### Metal 2, run 1

Drawn at 3 px/µm. Cells faint in the background.
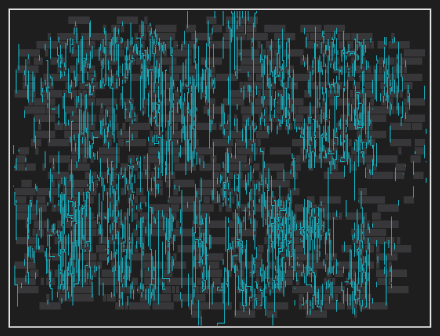
### I/O nets highlighted, run 1

Drawn at 3 px/µm.
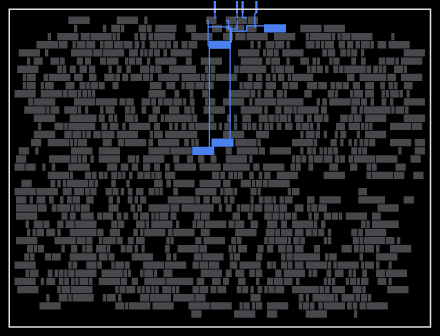
### Clock wires, drivers and flops, run 1

Drawn at 3 px/µm.
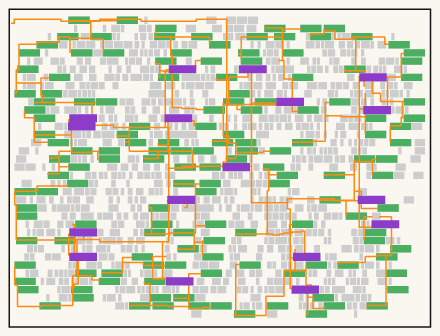
File: src/rtl/key_bank.sv
// Multi-channel key front end: synchronises active-low keys, debounces, and emits press/release/long/repeat pulses.
// Latency: press/release pulses DEB_CYCLES+2 edges after the first sample; no backpressure, events are single-cycle pulses.
module key_bank #(
    parameter int N_KEYS        = 4,
    parameter int DEB_CYCLES    = 1000000,
    parameter int LONG_CYCLES   = 50000000,
    parameter int REPEAT_CYCLES = 10000000
) (
    input  logic              FPGA_CLK,
    input  logic              RESET_BUT,
    input  logic [N_KEYS-1:0] KEY,
    input  logic [N_KEYS-1:0] REPEAT_EN,
    output logic [N_KEYS-1:0] key_state,
    output logic [N_KEYS-1:0] press_pulse,
    output logic [N_KEYS-1:0] release_pulse,
    output logic [N_KEYS-1:0] long_pulse,
    output logic [N_KEYS-1:0] repeat_pulse,
    output logic              any_press
);

    localparam int MAX_DL = (DEB_CYCLES > LONG_CYCLES) ? DEB_CYCLES : LONG_CYCLES;
    localparam int MAX_C  = (MAX_DL > REPEAT_CYCLES) ? MAX_DL : REPEAT_CYCLES;
    localparam int CW     = $clog2(MAX_C + 1);

    localparam logic [CW-1:0] DEB_LAST  = CW'(DEB_CYCLES - 1);
    localparam logic [CW-1:0] LONG_LAST = CW'(LONG_CYCLES - 1);
    localparam logic [CW-1:0] RPT_LAST  = CW'(REPEAT_CYCLES - 1);
    localparam logic [CW-1:0] CNT_ONE   = CW'(1);

    typedef enum logic [2:0] {
        S_IDLE,
        S_DEB_PRESS,
        S_HELD,
        S_LONG,
        S_DEB_REL
    } state_t;

    for (genvar g = 0; g < N_KEYS; g++) begin : g_ch
        state_t        r_state;
        logic [CW-1:0] r_cnt;
        logic          r_was_long;
        logic          r_sync1;
        logic          r_sync2;
        logic          r_key_state;
        logic          r_press;
        logic          r_release;
        logic          r_long;
        logic          r_repeat;

        always_ff @(posedge FPGA_CLK) begin
            if (!RESET_BUT) begin
                r_state     <= S_IDLE;
                r_cnt       <= '0;
                r_was_long  <= 1'b0;
                r_sync1     <= 1'b0;
                r_sync2     <= 1'b0;
                r_key_state <= 1'b0;
                r_press     <= 1'b0;
                r_release   <= 1'b0;
                r_long      <= 1'b0;
                r_repeat    <= 1'b0;
            end else begin
                r_sync1   <= ~KEY[g];
                r_sync2   <= r_sync1;
                r_press   <= 1'b0;
                r_release <= 1'b0;
                r_long    <= 1'b0;
                r_repeat  <= 1'b0;
                case (r_state)
                    S_IDLE: begin
                        if (r_sync2) begin
                            r_state <= S_DEB_PRESS;
                            r_cnt   <= '0;
                        end
                    end
                    S_DEB_PRESS: begin
                        if (!r_sync2) begin
                            r_state <= S_IDLE;
                        end else if (r_cnt == DEB_LAST) begin
                            r_state     <= S_HELD;
                            r_press     <= 1'b1;
                            r_key_state <= 1'b1;
                            r_cnt       <= '0;
                            r_was_long  <= 1'b0;
                        end else begin
                            r_cnt <= r_cnt + CNT_ONE;
                        end
                    end
                    S_HELD: begin
                        if (!r_sync2) begin
                            r_state <= S_DEB_REL;
                            r_cnt   <= '0;
                        end else if (r_cnt == LONG_LAST) begin
                            r_state    <= S_LONG;
                            r_long     <= 1'b1;
                            r_cnt      <= '0;
                            r_was_long <= 1'b1;
                        end else begin
                            r_cnt <= r_cnt + CNT_ONE;
                        end
                    end
                    S_LONG: begin
                        // Disabled repeat parks the timer so re-enabling starts a full period.
                        if (!r_sync2) begin
                            r_state <= S_DEB_REL;
                            r_cnt   <= '0;
                        end else if (!REPEAT_EN[g]) begin
                            r_cnt <= '0;
                        end else if (r_cnt == RPT_LAST) begin
                            r_repeat <= 1'b1;
                            r_cnt    <= '0;
                        end else begin
                            r_cnt <= r_cnt + CNT_ONE;
                        end
                    end
                    S_DEB_REL: begin
                        if (r_sync2) begin
                            r_state <= r_was_long ? S_LONG : S_HELD;
                            r_cnt   <= '0;
                        end else if (r_cnt == DEB_LAST) begin
                            r_state     <= S_IDLE;
                            r_release   <= 1'b1;
                            r_key_state <= 1'b0;
                        end else begin
                            r_cnt <= r_cnt + CNT_ONE;
                        end
                    end
                    default: r_state <= S_IDLE;
                endcase
            end
        end

        assign key_state[g]     = r_key_state;
        assign press_pulse[g]   = r_press;
        assign release_pulse[g] = r_release;
        assign long_pulse[g]    = r_long;
        assign repeat_pulse[g]  = r_repeat;
    end

    assign any_press = |press_pulse;

endmodule

File: config.mk
export PLATFORM = sky130hd
export DESIGN_NAME = key_bank
export DESIGN_NICKNAME = d
export VERILOG_FILES = /design/src/rtl/key_bank.sv
export SDC_FILE = /design/constraint.sdc
export NUM_CORES = 1
export LEC_CHECK = 0
export CORE_ASPECT_RATIO = 0.75
export CORE_UTILIZATION = 54
export DETAILED_ROUTE_END_ITERATION = 7
export HOLD_SLACK_MARGIN = 0.12
export PLACE_DENSITY = 0.72
export SYNTH_ARGS = -nofsm -noshare
export SYNTH_HDL_FRONTEND = slang
export SYNTH_SLANG_ARGS = --single-unit
File: constraint.sdc
create_clock -name FPGA_CLK -period 5.6 [get_ports FPGA_CLK]
set_input_delay 1.12 -clock FPGA_CLK [delete_from_list [all_inputs] [get_ports FPGA_CLK]]
set_output_delay 1.12 -clock FPGA_CLK [all_outputs]
set_load 0.02 [all_outputs]
==> GITHUB_STEP_SUMMARY, run 1 <==
## PnR job results

| Metric | Value |
|---|---|
| GR met3 Demand/Resource | `around 5.0%` |
| # Cells Yosys | `approximately 960` |
| Boundary Pins | `31` |
| Fin crit period | `around 3.4 ns` |
| Leading registers by flop count | `g_ch.r_cnt: 104 flops, g_ch.r_state: 12 flops` |
| Most frequent logic cell in the layout | `dfxtp_1` |
| Share of flip-flops with an asynchronous set or reset | `0%` |
| Terminus of the critical flop-to-flop path | `g_ch[2].r_cnt[19]` |
| Synth logic family | `simple AND/OR/NAND/NOR gates` |
| Met2 wire len | `slightly above 7000 µm` |
| TritonCTS Sinks | `roughly 150` |
| Latest clock arrival within the worst-skew pair | `~0.43 ns` |
| Most numerous cell types in the synthesized netlist | `dfxtp_1, nor2_1, nand2_1, nand3_1, nor3_1` |
| Pin count of the biggest net entering global routing | `47` |
| Cell taking the most area after synthesis | `dfxtp_1` |
| Main flop type | `dfxtp_1` |
| Startpoint of the worst hold path | `g_ch[1].r_sync1` |
| Met2 track demand over resource | `between 30% and 40%` |
| Mapped Cells | `958` |
| Number of vias in the routed layout | `approximately 6,700` |
| P&R area growth vs syn | `9.88%` |
| Area of the chip | `0.0148 mm²` |
| Chip Area, Yosys | `about 0.0077 mm²` |
| Worst-case clock buffer depth | `2` |
| Syn Std Cell Area | `0.00770 mm²` |
| Top cell type's share of synthesized area | `roughly two fifths` |
| Share of the yosys chip area belonging to registers | `38.5%` |
| Data arrival time of the critical path | `between 3 and 4 ns` |
| Met1 Wirelength | `roughly 9000 µm` |
| Worst slack, placed | `between 2 and 2.5 ns` |
| Setup repair after global routing missed its margin | `no` |
| Fraction of the core area covered by cells at the end of the flow | `between 60% and 70%` |
| Summed area of non-filler cells in the final layout | `between 0.008 and 0.009 mm²` |
| Global-route wire length before repair | `roughly 29,000 µm` |
| GRT overflow | `0` |
| Overall global routing resource usage | `~24%` |
| Layout cell share with drive strength beyond 1 | `about 6.3%` |
| Vias/cell | `~6` |
| Length in cells of the worst reg-to-reg path | `7` |
| Placed Cells | `approximately 1,100` |
| Floorplan core area | `0.0138 mm²` |
| Final non-filler cell total | `~1,100` |
| Most area-consuming cells after synthesis | `dfxtp_1, nor2_1, xnor2_1, nand2_1, nand4_1` |
| Area of placed instances | `0.00787 mm²` |
| # nets final | `964` |
| Ys Warns | `0` |
| Setup tns final | `0 ns` |
| Post-synthesis share of cell area spent on full adders, half adders and majority gates | `less than 1%` |
| Number of hold buffers added after CTS | `0` |
| Status | `complete, no violations` |
| DR DRC count | `0` |
| DIE WIDTH | `between 100 and 150 µm` |
| Number of buffers created by CTS | `17` |
| Clock transition at path regs | `around 0.06 ns` |
| Final WS setup | `2.20 ns` |
| Worst rel slew slack | `23.8%` |
| AO/OA Area Share | `between 10% and 20%` |
| Resized cells post-CTS | `0` |
| Max FO, Critical Path | `30` |
| Met1 Usage GRT | `between 30% and 40%` |
| Number of detailed-route iterations in the first pass | `5` |
| Data required time at the worst endpoint | `approximately 6 ns` |
| Least-Margin Pin Slew | `~1.1 ns` |
| Worst reg2reg path startpoint | `g_ch[2].r_cnt[0]` |
| Flip-flops with a built-in enable | `0` |
| Hold Fails Final Rpt | `0` |
| Clock skew | `roughly 0.009 ns` |
| Setup slack of the most critical reg-to-reg path | `2.20 ns` |
| Critical Path Start | `g_ch[2].r_cnt[0]` |
| Post-synthesis cell type count | `~80` |
| Min-Delay Path Depth | `1` |
| Largest reg by FF count | `g_ch.r_cnt` |
| Routability cong. | `approximately 0.87` |
| Total Wirelength | `~17,000 µm` |
| Number of global-route vias before repair | `5,758` |
| Post-CTS Setup Inserts | `0` |
| Most used cells in the layout excluding fill and tap cells | `dfxtp_1, nor2_1, nand2_1` |
| Synthesized netlist net count | `973` |
| Clock tree from TritonCTS | `yes` |
| Tool Warnings | `27` |
| Simple share | `a little over a third` |
| Worst setup SP type | `flop` |
| Core utilization at floorplan | `between 50% and 60%` |
| Number of max-cap violations | `0` |
| MUX area fraction | `0.130%` |
## Picture notes: 'Metal 2'
nets with wire on the layer: 752
main direction: vertical

## Picture notes: 'I/O nets highlighted'
[blue] press_pulse | bits: 4 | direction: output | end cells: 4 | buffers: 4 | wire: 142 µm

## Picture notes: 'Clock wires, drivers and flops'
[purple] cells driving clock nets | count: 17
[green] flip-flops | count: 148
[orange] clock wires | length: 1,880 µm
flops lie: widely spread

## run 1: final cells by class
class	instances	area, µm²
well taps	175	219
inverters	20	75.1
flip-flops and latches	148	2960
repair buffers	34	325
clock inverters	15	168
fillers	1239	5330
multi-input cells	728	4290
clock buffers	17	425
## run 1: power breakdown
group	leakage (nW)	total (mW)	internal (mW)	switching (mW)
combinational	1.29	0.0718	0.0252	0.0466
sequential	1.19	1.07	1.06	0.00972
clock	0.292	1.15	0.668	0.486
## run 1: critical path: stages (launching register included)
cell and delay, ns:
dfxtp_1 0.41, ha_1 0.22, or4b_2 0.63, nand4bb_1 0.30, o21a_1 0.28, o21ai_2 0.87, o21ai_1 0.44, nor2_1 0.19
## Run 2: what changed since run 1
==> constraint.sdc (replaced) <==
create_clock -name FPGA_CLK -period 3.4 [get_ports FPGA_CLK]
set_input_delay 0.68 -clock FPGA_CLK [delete_from_list [all_inputs] [get_ports FPGA_CLK]]
set_output_delay 0.68 -clock FPGA_CLK [all_outputs]
set_load 0.02 [all_outputs]
==> run 2 against run 1 <==
Die size unchanged. Cell count is 1.1% higher. Critical endpoint is now g_ch[3].r_cnt[21]. Sequential power up 64%. Critical path type unchanged. Wire length grew 0.81%.
==> GITHUB_STEP_SUMMARY, run 2 <==
## PnR job results

| Metric | Value |
|---|---|
| Most frequent logic cell in the layout | `dfxtp_1` |
| Fraction of the core area covered by cells at the end of the flow | `62.3% (+0.99 points)` |
| Main flop type | `dfxtp_1` |
| Number of global-route vias before repair | `5,910 (+2.6%)` |
| Leading registers by flop count | `g_ch.r_cnt: 104 flops, g_ch.r_state: 12 flops` |
| Sequential group power | `1.76 mW (+64%)` |
| Critical Path Start | `g_ch[3].r_cnt[0]` |
| Boundary Pins | `31 (unchanged)` |
| # Cells Yosys | `958 (unchanged)` |
| Flip-flops with a built-in enable | `0 (unchanged)` |
| Status | `complete, no violations` |
| Post-CTS Setup Inserts | `0 (unchanged)` |
| Cell taking the most area after synthesis | `dfxtp_1` |
| # nets final | `976 (+1.2%)` |
| Worst-case clock buffer depth | `2 (unchanged)` |
| Setup slack of the most critical reg-to-reg path | `0.39 ns (-1.80 ns)` |
| Number of max-cap violations | `0 (unchanged)` |
| Resized cells post-CTS | `0 (unchanged)` |
| Total Wirelength | `17,100 µm (+0.81%)` |
| Most numerous cell types in the synthesized netlist | `dfxtp_1, nor2_1, nand2_1, nand3_1, nor3_1` |
| Least-Margin Pin Slew | `1.01 ns (-0.135 ns)` |
| Power in combinational cells | `126 µW (+75%)` |
| Terminus of the critical flop-to-flop path | `g_ch[3].r_cnt[21]` |
| Placed Cells | `1,117 (+1.1%)` |
| Length in cells of the worst reg-to-reg path | `9 (+2)` |
| Post-synthesis cell type count | `78 (unchanged)` |
| Worst slack, placed | `0.413 ns (-1.66 ns)` |
| Largest reg by FF count | `g_ch.r_cnt` |
| Met1 Usage GRT | `35.8% (-0.82 points)` |
| P&R area growth vs syn | `11.6%` |
| Total of clock buffers placed in the layout | `19 (+2)` |
| Clock tree from TritonCTS | `yes` |
| GRT overflow | `0 (unchanged)` |
| Relative contribution of sequential cells to total power | `44.8% (-1.8 points)` |
| Routability cong. | `0.846 (-2.7%)` |
| Setup repair after global routing missed its margin | `no` |
| Total net switching power | `837 µW (+54%)` |
| Worst reg2reg path startpoint | `g_ch[3].r_cnt[0]` |
| Number of buffers created by CTS | `17 (unchanged)` |
| Proportion of total power due to net switching | `21.3% (-2.3 points)` |
| Mapped Cells | `958 (unchanged)` |
| Clock transition at path regs | `0.06 ns (about the same)` |
| Synthesized netlist net count | `973 (unchanged)` |
==> run 2: cell counts after synthesis <==
Identical to the previous run, type by type.
==> run 2: critical path, delay by kind of cell (launching register included) <==
kind / cells / cell delay (ns)
buffers and inverters: 1 / 0.28
DFF: 1 / 0.38
adders and majority gates: 1 / 0.26
AOI/OAI and AO/OA: 2 / 0.45
and+or+nand+nor: 5 / 1.50
==> run 2: cell families (layout without fill, tap and decap cells) <==
family / Yosys count / count (layout) / share of synthesized area, %
AND/OR/NAND/NOR: 516 / 516 / 34.8
flip-flops: 148 / 148 / 38.5
AND-OR/OR-AND: 133 / 133 / 11.6
buffers and inverters: 82 / 98 / 5.91
XOR/XNOR: 73 / 73 / 8.30
adder cells (fa/ha/maj): 5 / 5 / 0.812
multiplexers: 1 / 1 / 0.130
### Metal 2, run 2

Drawn at 3 px/µm. Cells faint in the background.
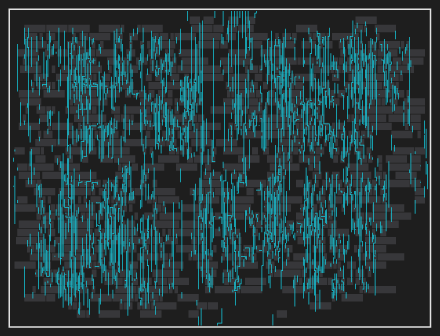
share of all routed wire: 42%
longest straight run: 47.9 µm
nets with wire on the layer: 734
main direction: vertical
wire length on this layer: 7,140 µm

### Clock routing, run 2

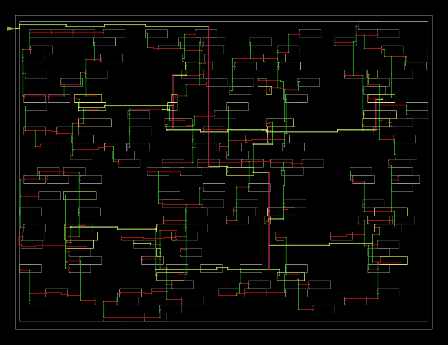
clock skew: 0.00845 ns
TritonCTS Sinks: 148
sequential cells: 148

### I/O nets highlighted, run 2

Drawn at 3 px/µm.
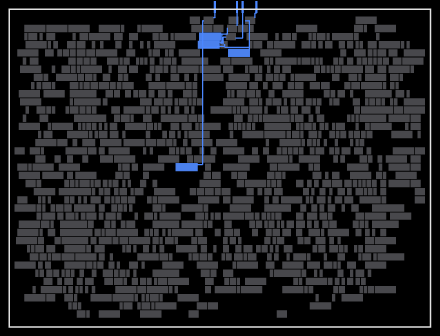
[blue] press_pulse | bits: 4 | direction: output | end cells: 4 | buffers: 4 | wire: 112 µm

## Run 3: what changed since run 2
--- a/config.mk
+++ b/config.mk
@@ -5,7 +5,7 @@
 export SDC_FILE = /design/constraint.sdc
 export NUM_CORES = 1
 export LEC_CHECK = 0
-export CORE_ASPECT_RATIO = 0.75
+export CORE_ASPECT_RATIO = 1.25
 export CORE_UTILIZATION = 54
 export DETAILED_ROUTE_END_ITERATION = 7
 export HOLD_SLACK_MARGIN = 0.12
==> run 3 against run 2 <==
Utilization is 0.49 points lower. Register-to-register slack better by 0.02 ns. First-iteration DRC count is 14% lower. Cell area is 0.23% lower. Synthesized area stayed put. Worst hold slack worse by 0.0025 ns. Fmax is 0.58% higher. Non-clock buffer count is 2 lower. Die size hardly changed. Worst setup slack better by 0.017 ns. Largest power group unchanged.
==> GITHUB_STEP_SUMMARY, run 3 <==
## PnR job results

| Metric | Value |
|---|---|
| Status | `complete, no violations` |
| Main flop type | `dfxtp_1` |
| Buf+Inv Stages, Crit Path | `2 (+1)` |
| Floorplan core area | `roughly 0.014 mm²` |
| Placed Cells | `1,115 (-0.18%)` |
| # Cells Yosys | `958 (unchanged)` |
| Most used cells in the layout excluding fill and tap cells | `dfxtp_1, nor2_1, nand2_1` |
| Final WS setup | `0.411 ns` |
| Worst hold slack | `roughly 0.43 ns` |
| Startpoint of the worst hold path | `g_ch[2].r_sync1` |
| Synth logic family | `simple AND/OR/NAND/NOR gates` |
| P&R area growth vs syn | `11.4%` |
| Met1 Wirelength | `7930 µm` |
| Chip Area, Yosys | `0.00770 mm²` |
| Met1 Usage GRT | `31.8% (-4.1 points)` |
| Count of state elements after synthesis | `~150` |
| Setup repair after global routing missed its margin | `no` |
| Port Buffers | `30` |
| Fraction of synthesized cell area in xor and xnor cells | `8.30% (unchanged)` |
| TritonCTS Sinks | `148 (unchanged)` |
| Data arrival time of the critical path | `between 3 and 4 ns` |
| Leading registers by flop count | `g_ch.r_cnt: 104 flops, g_ch.r_state: 12 flops` |
| Flip-flops with a built-in enable | `0 (unchanged)` |
| Worst reg2reg path startpoint | `g_ch[2].r_cnt[0]` |
| Simple share | `34.8% (unchanged)` |
| AO/OA Area Share | `11.6% (unchanged)` |
| Least-Margin Pin Slew | `0.950 ns (-0.0581 ns)` |
| DR DRC count | `0` |
| Clock transition at path regs | `0.06 ns (about the same)` |
| Post-CTS Setup Inserts | `0 (unchanged)` |
| Cell taking the most area after synthesis | `dfxtp_1` |
| Fraction of the core area covered by cells at the end of the flow | `61.8% (-0.49 points)` |
| Post-route fraction of the period consumed by the critical path | `between 80 and 90%` |
| Crit. End Element | `flop` |
| Number of max-cap violations | `0 (unchanged)` |
| CP cell instances | `ha_1 > or4b_2 > nand4bb_1 > and4b_1 > o21a_1 > o21ai_1 > buf_4 > o21ai_1 > buf_4 > nor2_1` |
| Post-synthesis share of cell area spent on full adders, half adders and majority gates | `0.812% (unchanged)` |
| Mapped Avg Cell Area | `8.04 µm²` |
| Leak | `2.84 nW` |
| Resized cells post-CTS | `0 (unchanged)` |
| Worst setup SP type | `flop` |
| Routability cong. | `0.828 (-2.1%)` |
| Critical Path Start | `g_ch[2].r_cnt[0]` |
| GRT overflow | `0 (unchanged)` |
| # nets final | `974 (-0.20%)` |
| Kind of cell adding the most delay to the critical path | `simple AND/OR/NAND/NOR gates` |
| Fmax | `around 330 MHz` |
| Final setup vio count | `0` |
| Crit path to | `g_ch[2].r_cnt[7]` |
| Setup slack of the most critical reg-to-reg path | `0.41 ns (+0.02 ns)` |
| Number of buffers created by CTS | `17 (unchanged)` |
| Synthesized netlist net count | `973 (unchanged)` |
| Worst slack, placed | `0.427 ns (+0.0132 ns)` |
| Largest reg by FF count | `g_ch.r_cnt` |
| # H-tree levels | `4` |
| Mapped Cells | `958 (unchanged)` |
| Clock tree from TritonCTS | `yes` |
| Most frequent logic cell in the layout | `dfxtp_1` |
| Overall global routing resource usage | `24.6%` |
| Data required time at the worst endpoint | `3.72 ns` |
| Post-synthesis cell type count | `78 (unchanged)` |
| Most numerous cell types in the synthesized netlist | `dfxtp_1, nor2_1, nand2_1, nand3_1, nor3_1` |
| Boundary Pins | `31 (unchanged)` |
| Number of hold buffers added after CTS | `0` |
| Total Wirelength | `17,200 µm (+0.47%)` |
| Length in cells of the worst reg-to-reg path | `10 (+1)` |
| Number of logic stages on the critical path including buffering | `10 (+1)` |
| MUX area fraction | `0.130% (unchanged)` |
| Worst-case clock buffer depth | `2 (unchanged)` |
| DRT iter0 DRCs | `between 400 and 500` |
| Number of global-route vias before repair | `5,979 (+1.2%)` |
| Terminus of the critical flop-to-flop path | `g_ch[2].r_cnt[7]` |
==> run 3: power by group <==
part / leakage (nW) / switching [mW] / total [mW] / internal [mW]
clock network: 0.300 / 0.732 / 2.02 / 1.29
logic: 1.34 / 0.0779 / 0.124 / 0.0458
registers: 1.19 / 0.0160 / 1.76 / 1.74
total: 2.84 / 0.826 / 3.91 / 3.08
==> run 3: final cells by class <==
class | count | area [µm²] | share of cell area, %
tap | 175 | 219 | 2.55
multi-input combinational | 728 | 4280 | 49.9
timing repair buffer | 44 | 400 | 4.67
inverter | 20 | 75.1 | 0.875
clock inverter | 15 | 213 | 2.48
sequential | 148 | 2960 | 34.5
clock buffer | 17 | 425 | 4.96
### Clock wires, drivers and flops, run 3

Drawn at 3 px/µm.
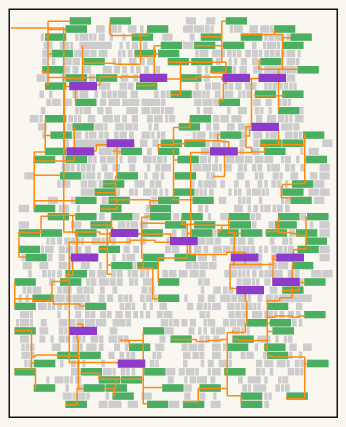
[orange] clock wires | length: 1,840 µm
[green] flip-flops | count: 148
[purple] cells driving clock nets | count: 17
routed clock nets: 18

### Metal 2, run 3

Drawn at 3 px/µm. Cells faint in the background.
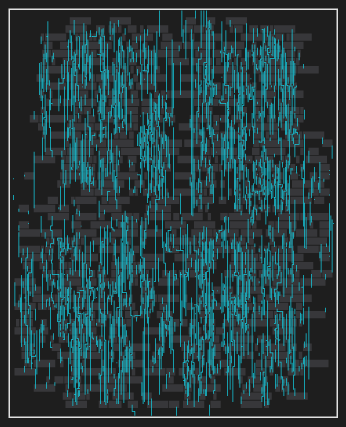
nets with wire on the layer: 775
main direction: vertical
share of all routed wire: 48%
wire length on this layer: 8,280 µm

### Clock routing, run 3

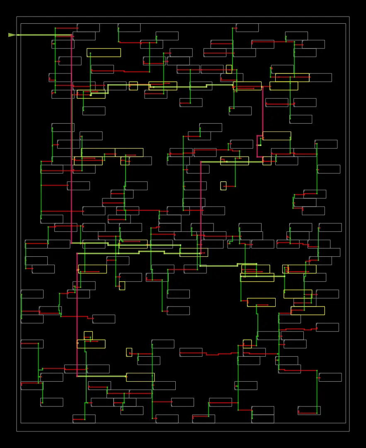
reported clock group power: 2.02 mW
clock skew: 0.00540 ns
latest clock arrival within the worst-skew pair: 0.42 ns

Power is estimated from default activity; no workload was simulated.
